## src/rtl/filter_sched_pkg.sv

```systemverilog
// Shared definitions for the time-shared channel filter scheduler.
package filter_sched_pkg;

    localparam int N_CH_DEF  = 4;
    localparam int DEPTH_DEF = 4;

    typedef enum logic {
        IDLE = 1'b0,
        SCAN = 1'b1
    } state_e;

endpackage

```

## src/rtl/filter_sched_core.sv

```systemverilog
// Debounce decision: all-ones history sets the output, all-zeros clears it,
// any mixed history holds the previous output bit.
module filter_core
    import filter_sched_pkg::*;
#(
    parameter int DEPTH = DEPTH_DEF
) (
    input  logic [DEPTH-1:0] hist_i,
    input  logic             out_i,
    output logic             out_o
);

    // Output decision from the freshly shifted history
    always_comb begin
        out_o = out_i;
        if (&hist_i) begin
            out_o = 1'b1;
        end else if (~|hist_i) begin
            out_o = 1'b0;
        end else begin
            out_o = out_i;
        end
    end

endmodule

```

## src/rtl/filter_sched.sv

```systemverilog
// Round-robin scheduler sharing one filter evaluation across N_CH channels,
// servicing at most one channel per clock edge.
module filter_sched
    import filter_sched_pkg::*;
#(
    parameter int N_CH  = N_CH_DEF,
    parameter int DEPTH = DEPTH_DEF,
    localparam int CW   = (N_CH > 1) ? $clog2(N_CH) : 1
) (
    input  logic            clock,
    input  logic            reset,
    input  logic            en,
    input  logic [N_CH-1:0] ch_en,
    input  logic [N_CH-1:0] sig_in,
    output logic [N_CH-1:0] sig_out,
    output logic [CW-1:0]   cur_ch,
    output logic            upd
);

    state_e             state_q;
    logic [CW-1:0]      ptr_q;
    logic [CW-1:0]      cur_ch_q;
    logic               upd_q;
    logic [N_CH-1:0]    sig_out_q;
    logic [DEPTH-1:0]   hist_q [N_CH];

    logic               run_s;
    logic [CW-1:0]      grant_s;
    logic [CW-1:0]      idx_s;
    logic [DEPTH-1:0]   hist_d;
    logic               filt_s;

    assign run_s = en && (ch_en != '0);

    // Round-robin grant: the descending scan leaves the nearest enabled channel after ptr
    always_comb begin
        grant_s = ptr_q;
        idx_s   = '0;
        for (int k = N_CH; k >= 1; k--) begin
            idx_s = CW'((int'(ptr_q) + k) % N_CH);
            if (ch_en[idx_s]) begin
                grant_s = idx_s;
            end else begin
                grant_s = grant_s;
            end
        end
    end

    // History of the granted channel after shifting in its current sample
    always_comb begin
        hist_d = {hist_q[grant_s][DEPTH-2:0], sig_in[grant_s]};
    end

    filter_core #(
        .DEPTH (DEPTH)
    ) u_filter_core (
        .hist_i (hist_d),
        .out_i  (sig_out_q[grant_s]),
        .out_o  (filt_s)
    );

    // Scheduler state machine with registered outputs
    always_ff @(posedge clock) begin
        if (reset) begin
            state_q   <= IDLE;
            ptr_q     <= CW'(N_CH - 1);
            cur_ch_q  <= '0;
            upd_q     <= 1'b0;
            sig_out_q <= '0;
            for (int i = 0; i < N_CH; i++) begin
                hist_q[i] <= '0;
            end
        end else begin
            case (state_q)
                IDLE: begin
                    upd_q <= 1'b0;
                    if (run_s) begin
                        state_q <= SCAN;
                    end
                end
                SCAN: begin
                    if (run_s) begin
                        hist_q[grant_s]    <= hist_d;
                        sig_out_q[grant_s] <= filt_s;
                        ptr_q              <= grant_s;
                        cur_ch_q           <= grant_s;
                        upd_q              <= 1'b1;
                    end else begin
                        upd_q   <= 1'b0;
                        state_q <= IDLE;
                    end
                end
                default: begin
                    upd_q   <= 1'b0;
                    state_q <= IDLE;
                end
            endcase
        end
    end

    assign sig_out = sig_out_q;
    assign cur_ch  = cur_ch_q;
    assign upd     = upd_q;

endmodule

```

## config.mk

```make
export PLATFORM = sky130hd
export DESIGN_NAME = filter_sched
export DESIGN_NICKNAME = d
export VERILOG_FILES = /design/src/rtl/filter_sched_pkg.sv /design/src/rtl/filter_sched_core.sv /design/src/rtl/filter_sched.sv
export SDC_FILE = /design/constraint.sdc
export NUM_CORES = 1
export LEC_CHECK = 0
export CAP_MARGIN = 0
export CORE_ASPECT_RATIO = 0.7
export CORE_UTILIZATION = 54
export DETAILED_ROUTE_END_ITERATION = 6
export DONT_BUFFER_PORTS = 1
export PLACE_DENSITY_LB_ADDON = 0.08
export SYNTH_ARGS = -nofsm -noshare
export SYNTH_HDL_FRONTEND = slang
export SYNTH_SLANG_ARGS = --single-unit
```

## constraint.sdc

```tcl
create_clock -name clock -period 2.1 [get_ports clock]
set_input_delay 0.42 -clock clock [delete_from_list [all_inputs] [get_ports clock]]
set_output_delay 0.42 -clock clock [all_outputs]
set_load 0.02 [all_outputs]
```

Figure 1. Clock wires, drivers and flops (run 1).
The bar under the picture is 20 um long.
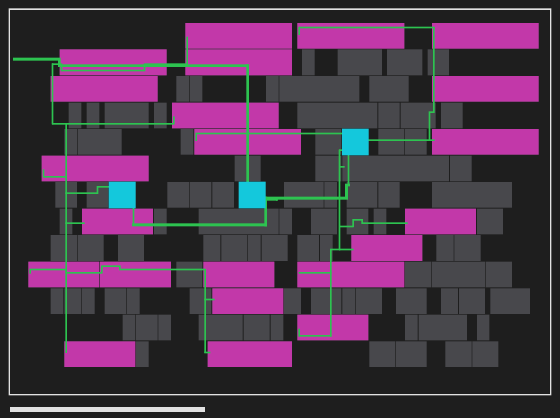
clock-net drivers -> cyan  # count 3
flip-flops -> magenta  # count 22
clock wires -> green  # length 266 um
routed clock nets = 4

Figure 2. Signal wires by layer (run 1).
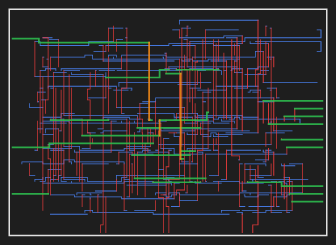
M4 -> orange  # wire length 31.3 um
M2 -> red  # wire length 963 um
M3 -> green  # wire length 226 um
M1 -> blue  # wire length 1040 um

Figure 3. The metal 3 layer (run 1).
The bar under the picture is 20 um long.
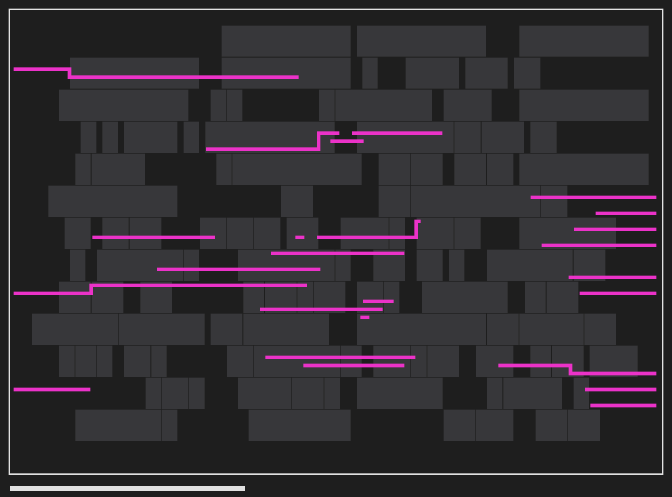
main direction = horizontal
wire length on this layer = 226 um
share of all routed wire = 10%
nets with wire on the layer = 21

==> impl_metrics.py, run 1 <==
# Metrics from the implementation run
metrics = {
    "status": {
        "outcome": "finished, violations left",
        "violations": "negative setup slack",
    },
    "pwr": {
        "finalPower_mw": 0.952,
        "peakVddDrop_v": 0.000707,
        "power.internal_mw": 0.737,
    },
    "finish": {
        "fin_cells": 135,
        "seq_area_sq_um": 564,
        "final-comb-area_sq_um": 480,
    },
    "setup_path": {
        "critical-path-top-delay-family": "AND-OR/OR-AND gates",
        "crit_path_start": "ptr_q[0]",
        "cpMaxStageDelayCell": "mux4_2",
        "cp_max_fo": 5,
    },
    "cts": {
        "numCtsBuffers": 3,
        "hold_buffers": 0,
        "cts.clk_slew.worst_paths_ns": 0.13,
    },
    "timing": {
        "setup_viol_count_final": 4,
        "setup_ws_ns": -0.100,
        "skew_ns": 0.00401,
        "max_clock_freq_mhz": 455,
    },
    "place": {
        "port_buffers": 0,
    },
    "route": {
        "via_per_inst": 5.82,
    },
    "global_route": {
        "grt_max_degree": 14,
        "overflow": 0,
    },
    "worst_hold_path": {
        "whs_endpoint": "sig_out[3]",
    },
    "logic_synthesis": {
        "syn-num-nets": 106,
    },
}
run 1: power by group through the flow:
stage / combinational, mW / clock [mW] / sequential [mW]
2_1_floorplan: 0.0870 / 0 / 0.490
3_3_place_gp: 0.124 / 0 / 0.493
3_5_place_dp: 0.126 / 0 / 0.494
4_1_cts: 0.133 / 0.328 / 0.485
5_1_grt: 0.149 / 0.347 / 0.486
6_report: 0.138 / 0.330 / 0.484
run 1: routing by layer:
layer  part of all wire [%]  track usage, %  wire [um]  vias up
met3                     10            9.90        226        6
met2                     43            37.0        962       37
met4                    1.4            8.13         31        0
li1                       -               -          -      375
met1                     46            28.0       1040      368
met5                      0               0          0        -
run 1: registers in the layout, summed over array words and instances, names as in the netlist:
signal and cells:
hist_q 12, sig_out 4, cur_ch 2, ptr_q 2
state_q 1, upd 1
--- run 2 (diff from run 1) ---
--- a/config.mk
+++ b/config.mk
@@ -5,9 +5,10 @@
 export SDC_FILE = /design/constraint.sdc
 export NUM_CORES = 1
 export LEC_CHECK = 0
+export ABC_AREA = 1
 export CAP_MARGIN = 0
 export CORE_ASPECT_RATIO = 0.7
-export CORE_UTILIZATION = 54
+export CORE_UTILIZATION = 56
 export DETAILED_ROUTE_END_ITERATION = 6
 export DONT_BUFFER_PORTS = 1
 export PLACE_DENSITY_LB_ADDON = 0.08
Figure 4. Signal wires on met2 (run 2).
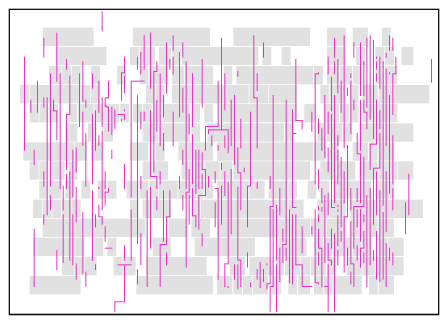
wire length on this layer = 1510 um
main direction = vertical
met2 Track Usage GR: 36.3%
DR vias: 1246

==> impl_metrics.py, run 2 <==
# Metrics from the implementation run
metrics = {
    "timing": {
        "worst_slew_pin_slew_ns": 0.267,
        "setup_viol_count_final": 0,
        "max_clock_freq_mhz": 491,
        "skew_ns": 0.00317,
        "setup_tns_ns": 0,
        "setup_ws_ns": 0.0622,
    },
    "global_route": {
        "grtUsageMet3_pct": 4.88,
        "grt_use_met1_pct": 32.0,
        "grt_busiest_layer": "met2",
        "overflow": 0,
        "grt_max_degree": 14,
    },
    "logic_synthesis": {
        "top_cells_by_area": "edfxtp_1, nand2_1, dfxtp_1",
        "synthMuxAreaShare_pct": 0,
        "syn-num-nets": 200,
        "most_common_cell": "nand2_1",
        "ys_cells": 189,
        "edf_count": 12,
    },
    "pwr": {
        "p_clk_mw": 0.185,
        "finalPower_mw": 1.07,
        "pg_seq_mw": 0.491,
        "powerComb_mw": 0.391,
        "peakVddDrop_v": 0.000348,
        "power.internal_mw": 0.682,
        "top_power_group": "sequential cells",
    },
    "finish": {
        "final-comb-area_sq_um": 717,
        "seq_cell_count": 22,
        "final_layout_top_logic_cells": "nand2_1, inv_1, nor2_1",
        "fin_cells": 238,
        "final_core_util_pct": 72.6,
        "seq_area_sq_um": 568,
        "regMostFlops": "hist_q",
        "largest_reg_flops": 12,
    },
    "status": {
        "outcome": "finished clean",
    },
    "floorplan": {
        "initCoreUtil_pct": 61.2,
        "pin_count": 18,
    },
    "setup_path": {
        "critical-path-top-delay-family": "simple AND/OR/NAND/NOR gates",
        "cpMaxStageDelayCell": "dfxtp_4",
        "critical_path.cell_chain": "inv_8 > nand2_1 > nand3_1 > nand2_1 > inv_1 > nand2_2 > nand2_2 > nand2_4 > buf_6 > nand4_1 > nand2_2 > nor2_4 > nor2_1 > nand2_1 > nand2_2 > nand3_1 > nand2_1 > inv_1",
        "cp_max_fo": 8,
    },
    "cts": {
        "hold_buffers": 0,
        "cts.clk_slew.worst_paths_ns": 0.11,
        "numCtsBuffers": 3,
        "ctsLongestPathBuffers": 2,
    },
    "route": {
        "via_per_inst": 5.24,
        "drtIter0Drc": 52,
        "wl_met2_mm": 1.51,
        "wl_met3_um": 216,
        "wl_met1_mm": 1.40,
        "routed.top_layer": "met4",
    },
    "place": {
        "port_buffers": 0,
    },
}
==> run 2: netlist changes by cell type in the layout (fill, tap and decap cells not counted), moves of 4 or more <==
cell     change
and2_1       -6
nand4_1      +6
nand2_2     +17
nand2_1     +42
inv_1       +19
mux4_2       -4
nand2_4      +5
nor2_2       +4
nand3_1     +16
==> run 2: kinds of logic after synthesis <==
group / count (synthesis)
flip-flops: 22
buffers and inverters: 37
AND/OR/NAND/NOR: 123
AND-OR/OR-AND: 7
==> run 2: final timing paths <==
check / slack (ns) / endpoint / from / cells past startpoint
setup / recovery: 0.06 / sig_out[0] / ptr_q[0] / 18
setup reg to reg: 0.06 / sig_out[0] / ptr_q[0] / 18
hold reg to reg: 0.58 / cur_ch[1] / cur_ch[1] / 2
hold / removal: 0.18 / cur_ch[0] / reset / 1
--- run 3 (diff from run 2) ---
--- a/config.mk
+++ b/config.mk
@@ -12,6 +12,7 @@
 export DETAILED_ROUTE_END_ITERATION = 6
 export DONT_BUFFER_PORTS = 1
 export PLACE_DENSITY_LB_ADDON = 0.08
+export RECOVER_POWER = 50
 export SYNTH_ARGS = -nofsm -noshare
 export SYNTH_HDL_FRONTEND = slang
 export SYNTH_SLANG_ARGS = --single-unit
==> impl_metrics.py, run 3 <==
# Metrics from the implementation run
metrics = {
    "setup_path": {
        "r2r_cells": 18,
        "cpMaxStageDelayCell": "dfxtp_4",
        "path_depth": 18,
        "critical-path-top-delay-family": "simple AND/OR/NAND/NOR gates",
        "crit_path_start": "ptr_q[0]",
        "setup.worst_path.end": "sig_out[0]",
        "reg2reg_from": "ptr_q[0]",
        "cp_max_fo": 8,
        "critical_path.cell_chain": "inv_8 > nand2_1 > nand3_1 > nand2_1 > inv_1 > nand2_2 > nand2_2 > nand2_4 > buf_6 > nand4_1 > nand2_2 > nor2_4 > nor2_1 > nand2_1 > nand2_2 > nand3_1 > nand2_1 > inv_1",
        "r2r_slack_ns": 0.06,
    },
    "cts": {
        "ctsLongestPathBuffers": 2,
        "cts.clk_slew.worst_paths_ns": 0.11,
    },
    "pwr": {
        "peakVddDrop_v": 0.000348,
    },
    "finish": {
        "regMostFlops": "hist_q",
        "final_layout_top_logic_cells": "nand2_1, inv_1, nor2_1",
        "fin_cells": 238,
        "largest_reg_flops": 12,
    },
    "place": {
        "port_buffers": 0,
    },
    "worst_hold_path": {
        "whs_endpoint": "cur_ch[0]",
        "hold_depth": 1,
        "worstHoldStart": "reset",
    },
    "logic_synthesis": {
        "ys_cells": 189,
        "most_common_cell": "nand2_1",
        "syn-num-nets": 200,
        "top_cells_by_area": "edfxtp_1, nand2_1, dfxtp_1",
        "edf_count": 12,
    },
    "timing": {
        "setup_ws_ns": 0.0622,
        "skew_ns": 0.00317,
        "max_clock_freq_mhz": 491,
        "setup_tns_ns": 0,
    },
    "route": {
        "wl_met2_mm": 1.51,
        "wl_met3_um": 216,
        "num_vias": 1246,
        "via_per_inst": 5.24,
    },
    "global_route": {
        "met2_usage_pct": 36.3,
        "grtUsageMet3_pct": 4.88,
        "grt_max_degree": 14,
        "grt_busiest_layer": "met2",
    },
    "status": {
        "outcome": "finished clean",
    },
}
-- run 3: cell counts in the layout (fill, tap and decap cells not counted) --
No cell type changed its count.
-- run 3: cell type report --
type | count | area [sq um] | area share [%]
Multi-Input combinational cell | 131 | 717 | 44.4
Inverter | 33 | 139 | 8.60
Timing Repair Buffer | 16 | 124 | 7.67
Tap cell | 32 | 40.0 | 2.48
Clock inverter | 1 | 3.75 | 0.233
Sequential cell | 22 | 568 | 35.2
Clock buffer | 3 | 22.5 | 1.40
-- run 3: report_power, final --
group          switching (mW)  internal, mW  total (mW)  leakage [nW]
registers              0.0189         0.472       0.491         0.206
logic                   0.250         0.141       0.391         0.558
clock network           0.116        0.0692       0.185        0.0154
total                   0.385         0.682        1.07         0.779
Figure 5. Congestion heat map (run 3).
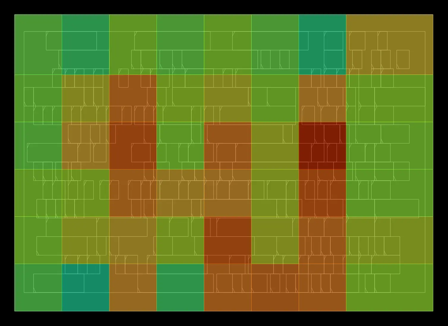
met1 usage: 32.0%
final core utilization: 72.6%

Power is estimated from default activity; no workload was simulated.
